--- config.mk ---
export PLATFORM = sky130hd
export DESIGN_NAME = gba_bw_pixel_fetch
export DESIGN_NICKNAME = d
export VERILOG_FILES = /design/src/rtl/gba_bw_pkg.sv /design/src/rtl/gba_bw_byte_serializer.sv /design/src/rtl/gba_bw_pixel_fetch.sv
export SDC_FILE = /design/constraint.sdc
export NUM_CORES = 1
export LEC_CHECK = 0
export CORE_MARGIN = 1
export CORE_UTILIZATION = 35
export CTS_CLUSTER_DIAMETER = 60
export CTS_CLUSTER_SIZE = 14
export DETAILED_ROUTE_END_ITERATION = 7
export GPL_ROUTABILITY_DRIVEN = 0
export SLEW_MARGIN = 20
export SYNTH_ARGS = -nofsm -noshare
export SYNTH_HDL_FRONTEND = slang
export SYNTH_SLANG_ARGS = --single-unit
--- constraint.sdc ---
create_clock -name clk -period 1.8 [get_ports clk]
set_input_delay 0.18 -clock clk [delete_from_list [all_inputs] [get_ports clk]]
set_output_delay 0.18 -clock clk [all_outputs]
set_load 0.05 [all_outputs]
--- src/rtl/gba_bw_pkg.sv ---
// Shared types and constants for the GBA 1-bpp bitmap pixel fetcher.
// Holds the fetch FSM state enum and bitmap RAM geometry.
package gba_bw_pkg;

    localparam int BANK_DEPTH = 64;
    localparam int ADDR_W     = 6;
    localparam int BYTE_W     = 8;

    typedef enum logic [1:0] {
        S_IDLE   = 2'd0,
        S_FILL   = 2'd1,
        S_STREAM = 2'd2,
        S_FLUSH  = 2'd3
    } state_e;

endpackage

--- src/rtl/gba_bw_byte_serializer.sv ---
// Byte holding register plus 8-bit MSB-first shift register.
// Bytes enter with ready/valid; pixels leave with ready/valid.
module gba_bw_byte_serializer
    import gba_bw_pkg::*;
(
    input  logic              clk,
    input  logic              rst_n,
    input  logic              in_valid,
    input  logic [BYTE_W-1:0] in_data,
    input  logic              in_last,
    output logic              in_ready,
    output logic              out_valid,
    input  logic              out_ready,
    output logic              out_bit,
    output logic              out_last,
    output logic              loaded
);

    logic [BYTE_W-1:0] hold_q;
    logic [BYTE_W-1:0] shift_q;
    logic              hold_full_q;
    logic              hold_last_q;
    logic              shift_last_q;
    logic [3:0]        cnt_q;

    logic out_fire;
    logic in_fire;
    logic shift_free;

    assign out_valid  = (cnt_q != 4'd0);
    assign out_fire   = out_valid && out_ready;
    assign shift_free = (cnt_q == 4'd0) || ((cnt_q == 4'd1) && out_fire);
    assign in_ready   = !hold_full_q;
    assign in_fire    = in_valid && in_ready;
    assign out_bit    = shift_q[BYTE_W-1];
    assign out_last   = shift_last_q && (cnt_q == 4'd1);
    assign loaded     = shift_free && (hold_full_q || in_fire);

    always_ff @(posedge clk) begin
        if (!rst_n) begin
            hold_q       <= '0;
            shift_q      <= '0;
            hold_full_q  <= 1'b0;
            hold_last_q  <= 1'b0;
            shift_last_q <= 1'b0;
            cnt_q        <= 4'd0;
        end else begin
            if (shift_free) begin
                if (hold_full_q) begin
                    shift_q      <= hold_q;
                    shift_last_q <= hold_last_q;
                    cnt_q        <= 4'd8;
                end else if (in_fire) begin
                    // Empty pipeline: bypass the holding register
                    shift_q      <= in_data;
                    shift_last_q <= in_last;
                    cnt_q        <= 4'd8;
                end else if (out_fire) begin
                    cnt_q        <= cnt_q - 4'd1;
                    shift_last_q <= 1'b0;
                end
            end else if (out_fire) begin
                shift_q <= {shift_q[BYTE_W-2:0], 1'b0};
                cnt_q   <= cnt_q - 4'd1;
            end

            if (in_fire && !shift_free) begin
                hold_q      <= in_data;
                hold_last_q <= in_last;
                hold_full_q <= 1'b1;
            end else if (hold_full_q && shift_free) begin
                hold_full_q <= 1'b0;
            end
        end
    end

endmodule

--- src/rtl/gba_bw_pixel_fetch.sv ---
// Streams a banked 1-bpp bitmap out as a pixel ready/valid stream.
// Define GBA_BW_FETCH_INVERT_EN to output inverted pixels (1 = black).
module gba_bw_pixel_fetch
    import gba_bw_pkg::*;
#(
    parameter int NUM_BANKS = 4,
    parameter int BANK_W    = 2
) (
    input  logic              clk,
    input  logic              rst_n,
    input  logic              start,
    output logic              busy,
    output logic              done,
    output logic              mem_rd_en,
    output logic [BANK_W-1:0] mem_bank,
    output logic [ADDR_W-1:0] mem_rd_addr,
    input  logic [BYTE_W-1:0] mem_data,
    input  logic              mem_valid,
    output logic              pix_valid,
    input  logic              pix_ready,
    output logic              pix_data,
    output logic              pix_last
);

    localparam int IDX_W = BANK_W + ADDR_W;
    localparam logic [IDX_W-1:0] LAST_IDX =
        IDX_W'(NUM_BANKS * BANK_DEPTH - 1);

    state_e           state_q;
    logic [IDX_W-1:0] idx_q;
    logic             rd_pend_q;
    logic             rd_done_q;
    logic             done_q;

    logic ser_in_valid;
    logic ser_in_ready;
    logic ser_bit;
    logic ser_last;
    logic ser_loaded;
    logic rd_go;
    logic last_acc;

    assign rd_go = ((state_q == S_FILL) || (state_q == S_STREAM))
                && ser_in_ready && !rd_pend_q && !rd_done_q;

    assign mem_rd_en    = rd_go;
    assign mem_bank     = idx_q[IDX_W-1:ADDR_W];
    assign mem_rd_addr  = idx_q[ADDR_W-1:0];
    assign ser_in_valid = mem_valid && rd_pend_q;
    assign last_acc     = pix_valid && pix_ready && ser_last;
    assign busy         = (state_q != S_IDLE);
    assign done         = done_q;
    assign pix_last     = ser_last;

`ifdef GBA_BW_FETCH_INVERT_EN
    assign pix_data = pix_valid & ~ser_bit;
`else
    assign pix_data = pix_valid & ser_bit;
`endif

    gba_bw_byte_serializer u_ser (
        .clk       (clk),
        .rst_n     (rst_n),
        .in_valid  (ser_in_valid),
        .in_data   (mem_data),
        .in_last   (rd_done_q),
        .in_ready  (ser_in_ready),
        .out_valid (pix_valid),
        .out_ready (pix_ready),
        .out_bit   (ser_bit),
        .out_last  (ser_last),
        .loaded    (ser_loaded)
    );

    always_ff @(posedge clk) begin
        if (!rst_n) begin
            state_q   <= S_IDLE;
            idx_q     <= '0;
            rd_pend_q <= 1'b0;
            rd_done_q <= 1'b0;
            done_q    <= 1'b0;
        end else begin
            done_q <= 1'b0;

            if (rd_go) begin
                rd_pend_q <= 1'b1;
                idx_q     <= idx_q + IDX_W'(1);
                if (idx_q == LAST_IDX)
                    rd_done_q <= 1'b1;
            end else if (mem_valid) begin
                rd_pend_q <= 1'b0;
            end

            unique case (state_q)
                S_IDLE: begin
                    if (start) begin
                        state_q   <= S_FILL;
                        idx_q     <= '0;
                        rd_done_q <= 1'b0;
                    end
                end
                S_FILL: begin
                    if (ser_loaded)
                        state_q <= S_STREAM;
                end
                S_STREAM: begin
                    if (last_acc) begin
                        state_q <= S_IDLE;
                        done_q  <= 1'b1;
                    end else if (rd_done_q) begin
                        state_q <= S_FLUSH;
                    end
                end
                S_FLUSH: begin
                    if (last_acc) begin
                        state_q <= S_IDLE;
                        done_q  <= 1'b1;
                    end
                end
                default: state_q <= S_IDLE;
            endcase
        end
    end

endmodule
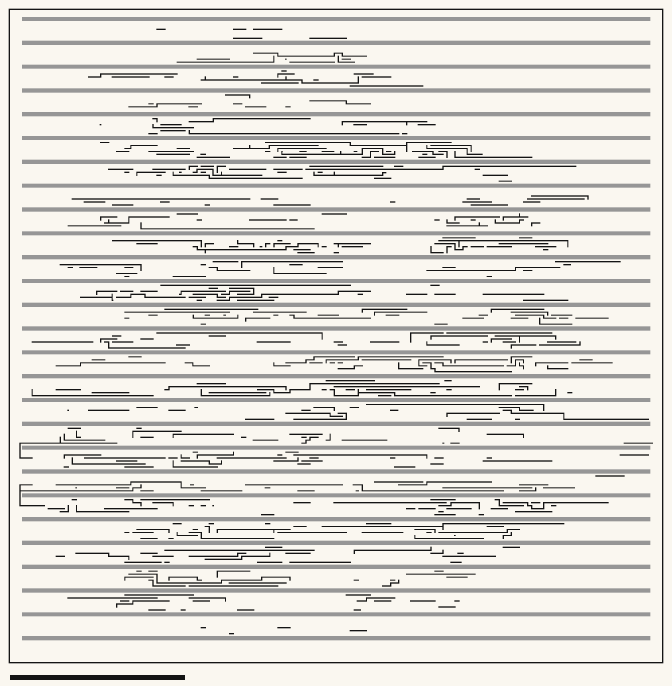
*The metal 1 layer*
Scale bar: 20 µm. Supply wires on this layer in gray.
longest straight run	23.9 µm
nets with wire on the layer	255
wire length on this layer	2,030 µm
main direction	horizontal
routed via count: 1,653
detailed-route wire length: 4.22 mm
met1 capacity usage during global routing: 23.1%

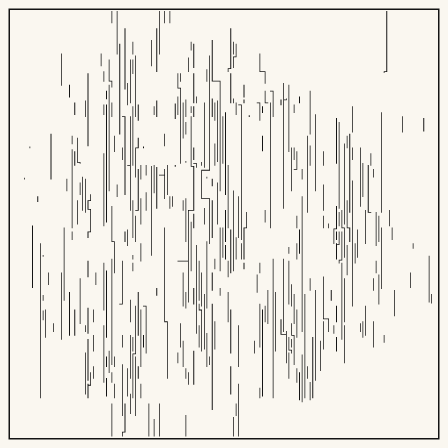
*Signal wires on met2*
main direction	vertical
wire length on this layer	1,980 µm

==> run notes <==
Results of the implementation run.

Looking at the reg2reg group, the worst path starts from state_q[0]. The area of the core came out at between 5000 and 6000 µm². Hold analysis shows the worst path with a depth of 2. Entering global routing, the biggest net connects 23 pins. The root cell of the clock tree is sky130_fd_sc_hd__clkbuf_8. On the final layout, the worst clock skew is 0.00628 ns. The most instantiated flip-flop cell in the synthesis netlist is sky130_fd_sc_hd__dfxtp_1. The number of cells produced by synthesis came out at 206.

The die is between 70 and 80 µm tall. The clock edge transition at the registers on the reported setup and hold paths is 0.07 ns. For reference, the top cells by count after synthesis are sky130_fd_sc_hd__dfxtp_1 (36), sky130_fd_sc_hd__a21oi_1 (23), sky130_fd_sc_hd__nor2_1 (19). The yosys synthesis chip area came out at 1840 µm². Across all checked pins, the minimum headroom to the slew limit is between 60% and 70%. The placement report lists the number of port buffers as 26.

The maximum achievable frequency came out at between 500 and 600 MHz. The area fraction of the largest cell type after synthesis is 39.2%. The worst hold path belongs to the class reg -> reg. Summing internal, switching and leakage power gives 4550 µW.

The layer with the highest usage is met2. Counting flops with an async set or reset pin after synthesis yields a share of 0%. The fraction of the mapped netlist area in adder cells came out at 6.13%.

The cell-internal power is 2750 µW. The via count of the first global-routing pass came to around 1,500. The count of unresolved DRC violations after routing came out at 0. Looking at the critical path, the highest net fanout was 7. The share of total power in combinational logic is 60.2%.

The number of failing setup endpoints in the final timing report came out at 6. The worst setup path is of the reg -> out kind. For the worst flop-to-flop path, the logic depth is 6. The worst setup path is launched from a flip-flop. TritonCTS built the clock tree. The number of buffers between clock root and the deepest sink came out at 2.

The total of max-cap violations is 0. The most critical hold endpoint after final layout shows a slack of ~0.47 ns. By area the synthesized netlist is led by sky130_fd_sc_hd__dfxtp_1 (39%), sky130_fd_sc_hd__mux2i_1 (9.3%), sky130_fd_sc_hd__a21oi_1 (6.3%). In the Yosys report the total cell count is 206.

The leakage component of the power came out at 0.000986 µW. The first global-routing pass estimated 7.04 mm of wire. The Yosys warning count is 0.

For the worst setup path, the data required time is 1.62 ns. The area of the multi-input gates came out at 1110 µm². The post-synthesis share of cell area spent on and, or, nand and nor gates is 18.9%. The flip-flop and latch count after synthesis came out at 36. The most frequently used cell type in the post-synthesis netlist is sky130_fd_sc_hd__dfxtp_1. The final count of pins violating max slew came out at 0. The synthesized area divided by synthesized cell count came out at between 8 and 9 µm². The detailed-route vias per instance came out at 4.92. At the pin with the least slew margin, the transition time is 0.492 ns. The share of the synthesized netlist area taken by xor and xnor gates is 3.81%. The run finished, with violations left.

The die width came out at about 74 µm. The tool warning count is 35. The launch point of the critical path is state_q[0].

The final non-filler cell area is 2690 µm². The critical path data arrival time came out at 1.71 ns. The power density of the placed cells is roughly 1700 nW/µm². The sequential share of the synthesized area came out at 39.2%. The global router's overall resource usage is 16.8%.

The count of antenna diodes in the layout came out at 0. The count of library flops with an enable pin came out at 0. In the placement report, post-DP HPWL is listed as a little under 3 mm. Setup repair after global routing could not meet its margin everywhere. In this run, flip-flops and latches consume 24.6% of the power. For hold timing, the worst endpoint is u_ser.shift_q[3]. The total number of H-tree levels came out at 2. The analysis attributes to net switching a power of 1810 µW. Per the TritonCTS log, the buffer count is 5. The clock insertion delay at the later pin of the skew report is between 0.2 and 0.3 ns. The synthesis run shows multiplexers occupying 9.26% of the cell area. The average wire per cell in the routed design is between 10 and 15 µm.

In the log, the iteration count for the first detailed-route pass is 4. In this run the cell area measured after placement is roughly 2400 µm². The filler cells instantiated in the layout total 483. The detailed router finished its first iteration with 57 violations. In this run the register-to-register setup slack is -0.04 ns. The number of endpoints with negative hold slack in the final report came out at 0.

The share of post-route cells with drive strength above 1 is 29.3%. The starting density of the core came out at ~36%. The net count entering floorplan is about 230. The floorplan step defined a die boundary enclosing 5550 µm². Summing the areas of all compound-gate instances in the mapped netlist gives 17.8% of the synthesized area. The switching share of power is roughly 40%. The final-stage net count came out at around 290. The synthesized cell area came out at 1840 µm². The setup slack of the critical path after layout came out at -0.0854 ns.

The residual overflow from global routing is 0. The global routing report lists met2 layer usage as 26.1%. The checks that failed: negative setup slack. After floorplanning, the core was divided into 26 placement rows. For reference, the top logic cell family by area is simple AND/OR/NAND/NOR gates. The clock network power share is 15.2%. The detail route stage leaves a number of antenna-violating nets equal to 0. In this run the critical register-to-register path is captured at idx_q[3]. The layout overhead on the synthesized area came out at 46.2%.

The number of antenna violations at the first check in global routing was 0. The cell type with the largest total area is sky130_fd_sc_hd__dfxtp_1. The post-route fraction of the period consumed by the critical path came out at 105%. The number of unique standard cell types used by synthesis is ~45.

The time the final worst path needs with I/O delays and setup is 1.89 ns. STA classifies the critical path endpoint as a primary output. The startpoint of the tightest hold check path is u_ser.shift_q[3].

The count of hold-fix buffers inserted at cts is 0. The largest voltage drop on the vdd net is 0.901 mV. Pin placement for this block handled 27 I/O pins. The sequential cell area in the final layout came out at 728 µm².
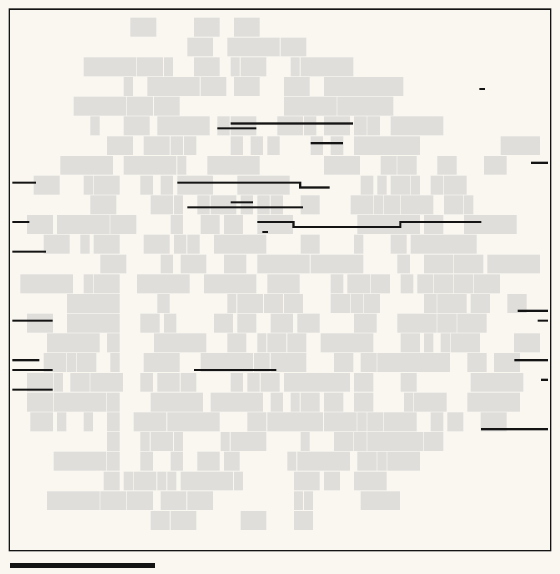
*Met3 routing*
Scale bar: 20 µm.
wire length on this layer	159 µm
longest straight run	16.8 µm
nets with wire on the layer	20
met3 routing resource usage after global routing: 4.47%

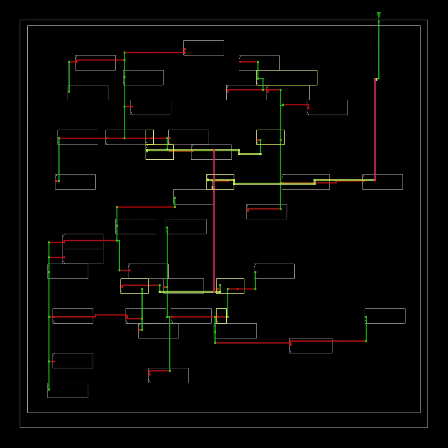
*Clock routing*
# clock sinks: 36
sequential cells: 36
power consumed by the clock network: 693 µW

-- worst max path at each step --
stage                       endpoint  slack, ns  cells after the start
after floorplan             idx_q[2]      -0.04                      8
after global placement    state_q[0]      -0.05                      5
after detailed placement  state_q[0]      -0.08                      5
after CTS                  mem_rd_en      -0.13                      6
after global routing       mem_rd_en      -0.16                      5
final                      mem_rd_en      -0.09                      5
-- through the flow --
step,TNS (ns),setup WS [ns],cells,utilization (%)
final,-0.175,-0.0854,336,52.9
after global routing,-0.861,-0.161,336,52.9
after CTS,-0.437,-0.131,334,51.9
after detailed placement,-0.355,-0.0841,319,47.9
after global placement,-0.149,-0.0500,319,47.9
after floorplan,-0.122,-0.0386,206,-
-- cell usage in the layout (no fill, tap or decap), drive strengths merged, types with 2 or more instances in the layout --
master and count:
mux2i 17, and2 2, xnor2 5, ha 9, clkdlybuf4s50 21, a221o 7
nor2 19, nor4 2, dfxtp 36, nor3 5, a221oi 2, or3b 2
a21oi 23, buf 42, inv 8, nand2 15, or3 2, clkbuf 7
o21ai 3, xor2 3, nand3 14
-- cells by family after synthesis --
kind of cell / Yosys count
AND-OR/OR-AND: 46
adder cells (fa/ha/maj): 9
AND/OR/NAND/NOR: 69
multiplexers: 17
buffers and inverters: 21
XOR/XNOR: 8
flip-flops: 36
-- critical path: stages (launching register included) --
cell,delay [ns]
sky130_fd_sc_hd__dfxtp_2,0.34
sky130_fd_sc_hd__inv_2,0.05
sky130_fd_sc_hd__ha_4,0.24
sky130_fd_sc_hd__or4b_4,0.53
sky130_fd_sc_hd__clkinvlp_4,0.13
sky130_fd_sc_hd__buf_12,0.13
-- routing by layer --
layer	share of wire, %	up-vias
li1	-	855
met1	48	761
met2	47	32
met3	3.7	5
met4	1.0	0
met5	0	-
-- sequential cells by signal, indices dropped and copies added, names as in the netlist, 2 cells and up --
name           flops
u_ser.hold_q       8
u_ser.shift_q      8
u_ser.cnt_q        4
state_q            2
idx_q              8
-- power by group through the flow --
stage | Sequential, µW | Clock, µW | Combinational [µW]
floorplan | 1160 | 0 | 1630
global placement | 1110 | 0 | 2370
detailed placement | 1120 | 0 | 2390
CTS | 1110 | 716 | 2620
global route | 1150 | 764 | 3000
finish | 1120 | 693 | 2740
-- final cells by class --
class	instances	area share (%)
multi-input combinational	149	41.3
sequential	36	27.1
timing repair buffer	64	22.7
tap	70	3.26
clock buffer	6	2.70
inverter	9	1.58
clock inverter	2	1.30
-- timing repair --
action,in CTS,in global routing
setup buffers,7,2
resized,10,14
endpoints found under the setup margin,12,29
pin swaps,6,6
cloned,0,1
Power figures rest on the tool's default switching activity, not on a simulated workload.
